**Run 1: placed standard cells**

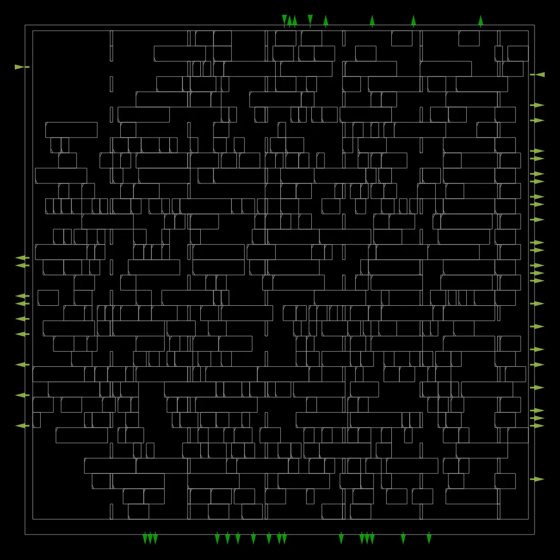
**Run 1: cells by drive strength**

(3 px per um)
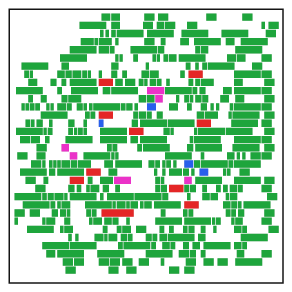
**Run 1: a small window of the routed layout**

Window x 20 to 70, y 39 to 89 um. Cells in gray, sequential cells in the stronger gray; small squares are vias.
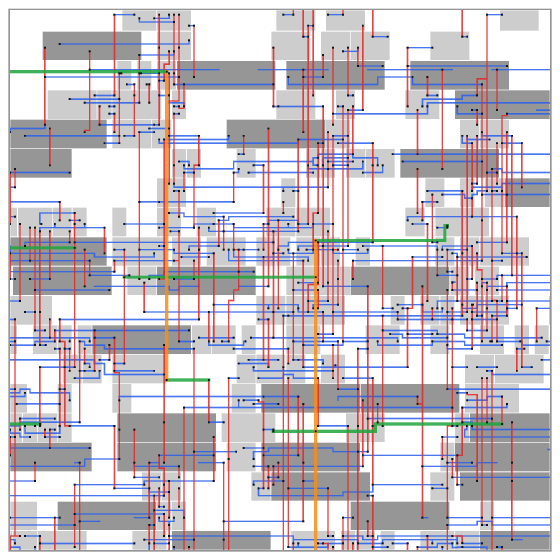
**Run 1: wire density map**

(4 px per um) 18 x 18 tiles, from dark purple (low) to yellow (high), scaled to the fullest tile. Values are wire area over tile area, all layers added.
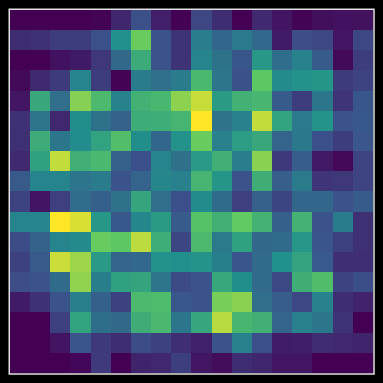
`src/rtl/fc_tile_scheduler.sv`:
```
// Address/enable sequencer for one fully connected layer: issues input/weight reads per tile of
// PO outputs, aligns MAC controls to RAM latency, drains the MAC and writes each tile back.
module fc_tile_scheduler #(
    parameter int unsigned INNEURON                = 800,
    parameter int unsigned OUTNEURON               = 500,
    parameter int unsigned PO                      = 10,
    parameter int unsigned RD_LAT                  = 2,
    parameter int unsigned MAC_LAT                 = 3,
    parameter int unsigned FC_INNEURON_ADDR_WIDTH  = 10,
    parameter int unsigned FC_WEIGHT_ADDR_WIDTH    = 15,
    parameter int unsigned FC_OUTNEURON_ADDR_WIDTH = 6
) (
    input  logic                               clock,
    input  logic                               reset,
    input  logic                               start,
    output logic                               busy,
    output logic                               done,
    output logic                               in_rden,
    output logic [FC_INNEURON_ADDR_WIDTH-1:0]  in_addr_a,
    output logic [FC_INNEURON_ADDR_WIDTH-1:0]  in_addr_b,
    output logic                               weight_rden,
    output logic [FC_WEIGHT_ADDR_WIDTH-1:0]    weight_addr,
    output logic                               mac_en,
    output logic                               accum_sload,
    output logic                               wb_valid,
    input  logic                               wb_ready,
    output logic [FC_OUTNEURON_ADDR_WIDTH-1:0] wb_addr,
    output logic [FC_OUTNEURON_ADDR_WIDTH-1:0] tile_idx
);

    localparam int unsigned T  = OUTNEURON / PO;
    localparam int unsigned H  = INNEURON / 2;
    localparam int unsigned D  = RD_LAT + MAC_LAT;
    localparam int unsigned KW = (H > 1) ? $clog2(H) : 1;
    localparam int unsigned DW = (D > 1) ? $clog2(D) : 1;
    localparam int unsigned IW = FC_INNEURON_ADDR_WIDTH;
    localparam int unsigned WW = FC_WEIGHT_ADDR_WIDTH;
    localparam int unsigned TW = FC_OUTNEURON_ADDR_WIDTH;

    typedef enum logic [2:0] {StIdle, StIssue, StDrain, StWb, StFin} state_t;

    state_t            state_q;
    logic [KW-1:0]     k_q;
    logic [DW-1:0]     drain_q;
    logic              sload_src_q;
    logic [RD_LAT-1:0] rden_pipe_q;
    logic [RD_LAT-1:0] sload_pipe_q;

    // Weight addresses are tile-major and contiguous, so weight_addr simply keeps counting
    // across tiles; it holds its value through DRAIN/WB and resumes on the next ISSUE.
    always_ff @(posedge clock or posedge reset) begin
        if (reset) begin
            state_q     <= StIdle;
            k_q         <= '0;
            drain_q     <= '0;
            sload_src_q <= 1'b0;
            busy        <= 1'b0;
            done        <= 1'b0;
            in_rden     <= 1'b0;
            weight_rden <= 1'b0;
            in_addr_a   <= '0;
            in_addr_b   <= '0;
            weight_addr <= '0;
            wb_valid    <= 1'b0;
            wb_addr     <= '0;
            tile_idx    <= '0;
        end else begin
            sload_src_q <= 1'b0;
            done        <= 1'b0;
            case (state_q)
                StIdle: begin
                    if (start) begin
                        state_q     <= StIssue;
                        busy        <= 1'b1;
                        in_rden     <= 1'b1;
                        weight_rden <= 1'b1;
                        in_addr_a   <= '0;
                        in_addr_b   <= IW'(1);
                        weight_addr <= '0;
                        tile_idx    <= '0;
                        k_q         <= '0;
                        sload_src_q <= 1'b1;
                    end
                end
                StIssue: begin
                    if (k_q == KW'(H - 1)) begin
                        state_q     <= StDrain;
                        in_rden     <= 1'b0;
                        weight_rden <= 1'b0;
                        k_q         <= '0;
                        drain_q     <= '0;
                    end else begin
                        k_q         <= k_q + KW'(1);
                        in_addr_a   <= in_addr_a + IW'(2);
                        in_addr_b   <= in_addr_b + IW'(2);
                        weight_addr <= weight_addr + WW'(1);
                    end
                end
                StDrain: begin
                    if (drain_q == DW'(D - 1)) begin
                        state_q  <= StWb;
                        wb_valid <= 1'b1;
                        wb_addr  <= tile_idx;
                    end else begin
                        drain_q <= drain_q + DW'(1);
                    end
                end
                StWb: begin
                    if (wb_ready) begin
                        wb_valid <= 1'b0;
                        wb_addr  <= '0;
                        if (tile_idx == TW'(T - 1)) begin
                            state_q     <= StFin;
                            busy        <= 1'b0;
                            done        <= 1'b1;
                            tile_idx    <= '0;
                            in_addr_a   <= '0;
                            in_addr_b   <= '0;
                            weight_addr <= '0;
                        end else begin
                            state_q     <= StIssue;
                            tile_idx    <= tile_idx + TW'(1);
                            in_rden     <= 1'b1;
                            weight_rden <= 1'b1;
                            in_addr_a   <= '0;
                            in_addr_b   <= IW'(1);
                            weight_addr <= weight_addr + WW'(1);
                            sload_src_q <= 1'b1;
                        end
                    end
                end
                StFin: state_q <= StIdle;
                default: state_q <= StIdle;
            endcase
        end
    end

    // Read-latency alignment; runs in every state so the tail of a tile still reaches the MAC.
    always_ff @(posedge clock or posedge reset) begin
        if (reset) begin
            rden_pipe_q  <= '0;
            sload_pipe_q <= '0;
        end else begin
            rden_pipe_q[0]  <= in_rden;
            sload_pipe_q[0] <= sload_src_q;
            for (int i = 1; i < int'(RD_LAT); i++) begin
                rden_pipe_q[i]  <= rden_pipe_q[i-1];
                sload_pipe_q[i] <= sload_pipe_q[i-1];
            end
        end
    end

    assign mac_en      = rden_pipe_q[RD_LAT-1];
    assign accum_sload = sload_pipe_q[RD_LAT-1];

endmodule

```
`config.mk`:
```
export PLATFORM = sky130hd
export DESIGN_NAME = fc_tile_scheduler
export DESIGN_NICKNAME = d
export VERILOG_FILES = /design/src/rtl/fc_tile_scheduler.sv
export SDC_FILE = /design/constraint.sdc
export NUM_CORES = 1
export LEC_CHECK = 0
export CELL_PAD_IN_SITES_DETAIL_PLACEMENT = 0
export CELL_PAD_IN_SITES_GLOBAL_PLACEMENT = 1
export CORE_MARGIN = 1
export CORE_UTILIZATION = 44
export DETAILED_ROUTE_END_ITERATION = 10
export HOLD_SLACK_MARGIN = 0.15
export PLACE_DENSITY = 0.83
export RECOVER_POWER = 50
export SETUP_SLACK_MARGIN = 0.15
export SLEW_MARGIN = 30
export SYNTH_ARGS = -nofsm -noshare
export SYNTH_HDL_FRONTEND = slang
export SYNTH_SLANG_ARGS = --single-unit
```
`constraint.sdc`:
```
create_clock -name clock -period 4.7 [get_ports clock]
set_input_delay 0.94 -clock clock [delete_from_list [all_inputs] [get_ports clock]]
set_output_delay 0.94 -clock clock [all_outputs]
set_load 0.005 [all_outputs]
```
==> results.rst, run 1 <==
Flow metrics
------------

.. list-table::
   :header-rows: 1

   * - Metric
     - Value
   * - Result of the run
     - finished clean
   * - Area reported by Yosys stat
     - 0.00347 sq mm
   * - Worst-case register-to-register setup slack
     - 2.24 ns
   * - Maximum net fanout on the critical path
     - 37
   * - Arrival time of the worst setup path
     - 3.28 ns
   * - Critical R2R Capture
     - weight_rden$_DFFE_PP0P_
   * - Cell at the slowest stage of the critical path
     - dlygate4sd3_1
   * - Depth of the worst register-to-register path
     - 6
   * - Category of cells accounting for the largest share of critical-path delay
     - simple AND/OR/NAND/NOR gates
   * - PortBufs
     - 56
   * - Ratio of total power to cell area
     - 477 mW/mm^2
   * - Buffering stage count on the worst path with inverters included
     - 2
   * - Grt peak-use layer
     - met2
   * - HPWL after detailed placement
     - 5.15 mm
   * - Top cell type's share of synthesized area
     - 0.505
   * - Routed length on met1
     - 3.66 mm
   * - Setup repair after global routing missed its margin
     - no
   * - Antenna Nets Post-Route
     - 0
   * - Maximum number of pins on one net before global-route repair
     - 38
   * - Amount of wire on met3 after detailed routing
     - 320 um
   * - Required @ worst endpoint
     - 4.96 ns
   * - Cell count of the worst hold path
     - 0
   * - Fraction of final layout cells sized beyond drive strength 1
     - 0.0483
   * - Net count of the mapped netlist
     - 368
   * - Actual slew at the worst max-slew pin
     - 1.34 ns
   * - Cell taking the most area after synthesis
     - dfrtp_1
   * - Most common logic cell in the routed design
     - dfrtp_1
   * - Ranking of synthesized cells by area
     - dfrtp_1, nand2_1, nor2_1
   * - Number of flops mapped to enable cells by yosys
     - 0
   * - Effective utilization at floorplan
     - 0.451
   * - Critical R2R Launch
     - k_q[0]$_DFFE_PP0P_
   * - Count of warning messages emitted by the tools
     - 28
   * - Most frequent cell after synthesis
     - dfrtp_1
   * - Most used cells in the layout excluding fill and tap cells
     - dfrtp_1, clkdlybuf4s50_1, nand2_1, nor2_1, o21ai_0
   * - Overall power of the completed layout
     - 2030 uW
   * - Area grow syn2layout
     - 22.5%
   * - Via count
     - 2816
   * - MUX share of area
     - 0.00289
   * - Global routing usage on met3
     - 0.0463
   * - Category of the worst setup path capture point
     - register
   * - Post-cts hold-fix buffer tally
     - 0
   * - FP Rows
     - 32
   * - Vias per Instance
     - 5.46
   * - Worst Hold Margin
     - 0.356 ns
   * - Dominant kind of combinational cell
     - simple AND/OR/NAND/NOR gates
   * - Number of hold-slack violations in the final timing report
     - 0
   * - Combined global-route utilization of all metal layers
     - 0.201
   * - Met1 track utilization from global routing
     - 0.277
   * - Worst hold path endpoint
     - sload_pipe_q[1]$_DFF_PP0_
   * - Final Core Density
     - 0.553
   * - Clock tree sinks
     - 70
   * - Area of the die
     - 0.00824 sq mm
   * - Post-synthesis share of cell area spent on and-or and or-and gates
     - 0.156
   * - Post-cts resize count
     - 0
   * - Initial antenna violation count
     - 0
   * - Final worst clock skew
     - 0.0141 ns
   * - Sum of negative setup slack
     - 0 ns
   * - CTS tree
     - done
   * - Leakage
     - 0.00183 uW
   * - Cell repeated most along the worst path
     - a21oi_4
   * - Unique cell type count in the Yosys netlist
     - 44
   * - Worst Hold Launch
     - sload_pipe_q[0]$_DFF_PP0_
   * - Wire per inst
     - 14.6 um
   * - Final count of negative-setup-slack endpoints
     - 0
   * - Root Buffer
     - clkbuf_8
   * - Area fraction in xor and xnor cells
     - 0.0404
   * - Ys Warns
     - 0
   * - Fillers
     - 726
   * - Setup repair bufs after CTS
     - 0
   * - Final Cycle Share
     - 0.642
   * - Clock latency on the worst-skew pair
     - 0.35 ns
   * - CP Capture Point
     - weight_addr[9]$_DFFE_PP0P_
   * - Count of antenna diodes in the layout
     - 0
   * - Clk pin slew, worst setup/hold paths
     - 0.07 ns
   * - Worst Setup Start Kind
     - primary input
   * - Simple-gate portion of the synthesized area
     - 0.230
   * - Total routed wirelength
     - 7.52 mm
   * - Share of synthesized registers carrying an async set or reset
     - 1.00
   * - Biggest cell delay along the critical path
     - 0.59 ns
   * - Predominant post-synthesis flop cell
     - dfrtp_1
   * - Path length in cells of the critical path
     - 7
   * - Detailed-route DRC error count
     - 0
   * - Number of design-rule violations left by the first detailed-router iteration
     - 138
   * - Average instance area after synthesis
     - 9.74 sq um
   * - Max IR drop VDD
     - 0.000232 V
   * - Setup slack of the critical path after layout
     - 1.68 ns
   * - Instance count of the mapped netlist
     - 356
-- 'placed standard cells' (at the start) --
register fraction of the total cell area: 0.412
Post-Layout Cell Count: 516
seq_cells: 70

-- 'cells by drive strength' (at the start) --
| color | size | cells |
|---|---|---|
| red | _6 and larger | 10 |
| green | _0 and _1 cells | 394 |
| magenta | _3 and _4 cells | 6 |
| blue | _2 cells | 4 |

-- 'a small window of the routed layout' (at the start) --
| color | layer |
|---|---|
| red | metal 2 |
| green | metal 3 |
| blue | metal 1 |
| orange | metal 4 |
netlist names of flops here include: `k_q` (5), `drain_q` (3), `in_addr_b` (3)
cells with their middle in the window: 153
sequential cells in the window: 28
most frequent: dfrtp_1 (28), nand2_1 (16), o21ai_0 (12)

-- 'wire density map' (at the start) --
fullest tile: 0.41
tiles over half the peak: 25%
nearly empty tiles: 7.4%
emptiest ninth of the die: top left
mean over tiles: 0.14

[run 1: power breakdown]
part / leakage [uW] / internal, uW / switching [uW]
clock network: 0.0000842 / 239 / 225
logic: 0.000809 / 303 / 382
registers: 0.000934 / 724 / 154
[run 1: final cells by class]
type / instances / area, sq um / share of cell area
flip-flops and latches: 70 / 1750 / 0.412
inverters: 8 / 30.0 / 0.00707
clock inverters: 4 / 50.0 / 0.0118
well taps: 102 / 128 / 0.0300
clock buffers: 10 / 128 / 0.0300
repair buffers: 59 / 579 / 0.136
multi-input cells: 263 / 1580 / 0.373
[run 1: state kept, by name, summed over array words and instances, names as in the netlist, 2 cells and up]
name and flops:
k_q 9, wb_addr 6, drain_q 3, weight_addr 15
in_addr_a 9, in_addr_b 10, sload_pipe_q 2, rden_pipe_q 2
tile_idx 6, state_q 3
==> run 2: changes to the inputs <==
--- a/config.mk
+++ b/config.mk
@@ -8,10 +8,10 @@
 export CELL_PAD_IN_SITES_DETAIL_PLACEMENT = 0
 export CELL_PAD_IN_SITES_GLOBAL_PLACEMENT = 1
 export CORE_MARGIN = 1
-export CORE_UTILIZATION = 44
+export CORE_UTILIZATION = 41
 export DETAILED_ROUTE_END_ITERATION = 10
 export HOLD_SLACK_MARGIN = 0.15
-export PLACE_DENSITY = 0.83
+export PLACE_DENSITY = 0.78
 export RECOVER_POWER = 50
 export SETUP_SLACK_MARGIN = 0.15
 export SLEW_MARGIN = 30
==> constraint.sdc (replaced) <==
create_clock -name clock -period 3.01 [get_ports clock]
set_input_delay 0.602 -clock clock [delete_from_list [all_inputs] [get_ports clock]]
set_output_delay 0.602 -clock clock [all_outputs]
set_load 0.005 [all_outputs]
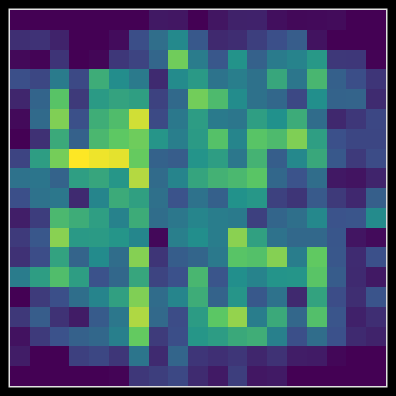
**Above:** run 2 (wire density map).
(4 px per um) 19 x 19 tiles, from dark purple (low) to yellow (high), scaled to the fullest tile. Values are wire area over tile area, all layers added.
wire per inst: 14.6 um
total routed wirelength: 7.64 mm
via count: 2823
combined global-route utilization of all metal layers: 0.189

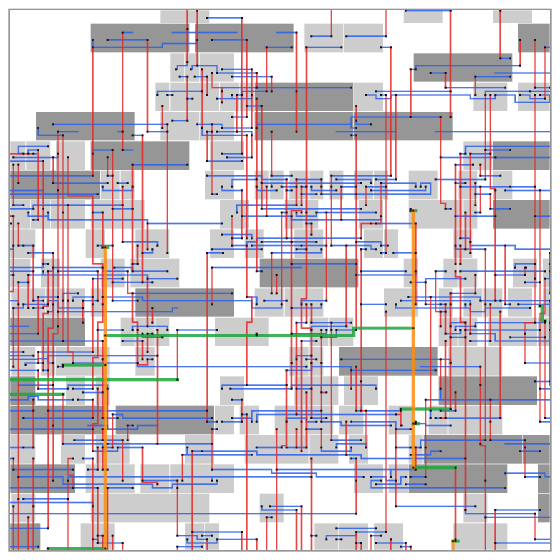
**Above:** run 2 (a small window of the routed layout).
Window x 22 to 72, y 41 to 91 um. Cells in gray, sequential cells in the stronger gray; small squares are vias.
| color | layer |
|---|---|
| green | metal 3 |
| blue | metal 1 |
| red | metal 2 |
| orange | metal 4 |
cells with their middle in the window: 145
netlist names of flops here include: `k_q` (5), `drain_q` (3), `state_q` (3)
sequential cells in the window: 21
most frequent: dfrtp_1 (21), nand2_1 (13), o21ai_0 (12)

==> results.rst, run 2 <==
Flow metrics
------------

.. list-table::
   :header-rows: 1

   * - Metric
     - Value
   * - Comb area
     - 0.00159 sq mm
   * - Top power consumer group
     - sequential cells
   * - Maximum net fanout on the critical path
     - 34
   * - Switch Pwr
     - 1200 uW
   * - Register fraction of the total cell area
     - 0.406
   * - Path length in cells of the critical path
     - 6
   * - Depth of the worst register-to-register path
     - 7
   * - Max IR drop VDD
     - 0.000328 V
   * - Register with the most flip-flops
     - weight_addr
   * - Cell count of the worst hold path
     - 0
   * - Sum of negative setup slack
     - 0 ns
   * - Effective utilization at floorplan
     - 0.422
   * - Number of buffers other than clock buffers in the final layout
     - 62
   * - Most used cells in the layout excluding fill and tap cells
     - dfrtp_1, clkdlybuf4s50_1, nand2_1, nor2_1, o21ai_0
   * - Worst Setup Start Kind
     - primary input
   * - Ratio of total power to cell area
     - 748 mW/mm^2
   * - Combinational gates
     - 263
   * - Required @ worst endpoint
     - 3.27 ns
   * - Final Cycle Share
     - 0.832
   * - Largest registers ranked by flip-flop count
     - weight_addr (15), in_addr_b (10)
   * - Clock power frac
     - 0.236
   * - Instance count of the mapped netlist
     - 356
   * - Vias per Instance
     - 5.39
   * - Worst Hold Launch
     - sload_src_q$_DFF_PP0_
   * - Critical R2R Capture
     - in_addr_a[1]$_DFFE_PP0P_
   * - Most common logic cell in the routed design
     - dfrtp_1
   * - Predominant post-synthesis flop cell
     - dfrtp_1
   * - Cell taking the most area after synthesis
     - dfrtp_1
   * - CTS tree
     - done
   * - Setup repair after global routing missed its margin
     - no
   * - HPWL after detailed placement
     - 5.34 mm
   * - Clock latency on the worst-skew pair
     - 0.34 ns
   * - Sequential fraction of design power
     - 0.423
   * - Combined flip-flop and latch cell area
     - 0.00175 sq mm
   * - Post-cts resize count
     - 0
   * - Final Core Density
     - 0.526
   * - Seq_cells
     - 70
   * - Setup repair bufs after CTS
     - 0
   * - Top cell type's share of synthesized area
     - 0.505
   * - Count of warning messages emitted by the tools
     - 28
   * - Worst hold path endpoint
     - sload_pipe_q[0]$_DFF_PP0_
   * - Root Buffer
     - clkbuf_8
   * - Multi-input logic portion of the cell area
     - 0.369
   * - Clock tree sinks
     - 70
   * - Cell at the slowest stage of the critical path
     - dlygate4sd3_1
   * - Fillers
     - 762
   * - Average instance area after synthesis
     - 9.74 sq um
   * - Largest register FFs
     - 15
   * - Well tap count
     - 105
   * - Overall power of the completed layout
     - 3230 uW
   * - FP Rows
     - 33
   * - Buffering stage count on the worst path with inverters included
     - 1
   * - Share of synthesized registers carrying an async set or reset
     - 1.00
   * - CP Capture Point
     - weight_addr[12]$_DFFE_PP0P_
   * - Fraction of power spent switching nets
     - 0.371
   * - Setup slack of the critical path after layout
     - 0.505 ns
   * - Count of antenna diodes in the layout
     - 0
   * - Worst Hold Margin
     - 0.350 ns
   * - Post-cts hold-fix buffer tally
     - 0
   * - Power consumed by combinational cells
     - 1100 uW
   * - Biggest cell delay along the critical path
     - 0.60 ns
   * - Logic pwr share
     - 0.340
   * - Clk pin slew, worst setup/hold paths
     - 0.07 ns
   * - Initial antenna violation count
     - 0
   * - Category of cells accounting for the largest share of critical-path delay
     - simple AND/OR/NAND/NOR gates
   * - Most frequent cell after synthesis
     - dfrtp_1
   * - Signal buffers share of area
     - 0.142
   * - Clock group total power
     - 763 uW
   * - Detailed-route DRC error count
     - 0
   * - Result of the run
     - finished clean
   * - Number of flops mapped to enable cells by yosys
     - 0
   * - Actual slew at the worst max-slew pin
     - 1.21 ns
   * - Number of design-rule violations left by the first detailed-router iteration
     - 108
   * - Leakage
     - 0.00184 uW
   * - Unique cell type count in the Yosys netlist
     - 44
   * - Area of the die
     - 0.00883 sq mm
   * - Area grow syn2layout
     - 24.5%
   * - Arrival time of the worst setup path
     - 2.77 ns
   * - Net count of the mapped netlist
     - 368
   * - PortBufs
     - 56
   * - Relative area of clock buffers and inverters in the final design
     - 0.0461
   * - Ranking of synthesized cells by area
     - dfrtp_1, nand2_1, nor2_1
   * - Fraction of final layout cells sized beyond drive strength 1
     - 0.0668
   * - Category of the worst setup path capture point
     - register
   * - Final count of negative-setup-slack endpoints
     - 0
   * - Non-clock inverters
     - 8
   * - Int Power
     - 2030 uW
[run 2: cell counts after synthesis]
No cell type changed its count.
[run 2: layer usage]
metal | track usage | part of all wire | vias up
met4 | 0.0731 | 0.012 | 0
li1 | - | - | 1402
met2 | 0.296 | 0.46 | 56
met5 | 0 | 0 | -
met3 | 0.0324 | 0.027 | 12
met1 | 0.260 | 0.50 | 1353
[run 2: cell families after synthesis]
group                      Yosys count  share of synthesized area
muxes                                1                    0.00289
adders and majority gates            8                     0.0289
xor gates and xnor gates            16                     0.0404
AOI/OAI and AO/OA                   83                      0.156
other                                1                    0.00108
DFF                                 70                      0.505
buffers and inverters               23                     0.0361
and+or+nand+nor                    154                      0.230
Power is estimated from default activity; no workload was simulated.
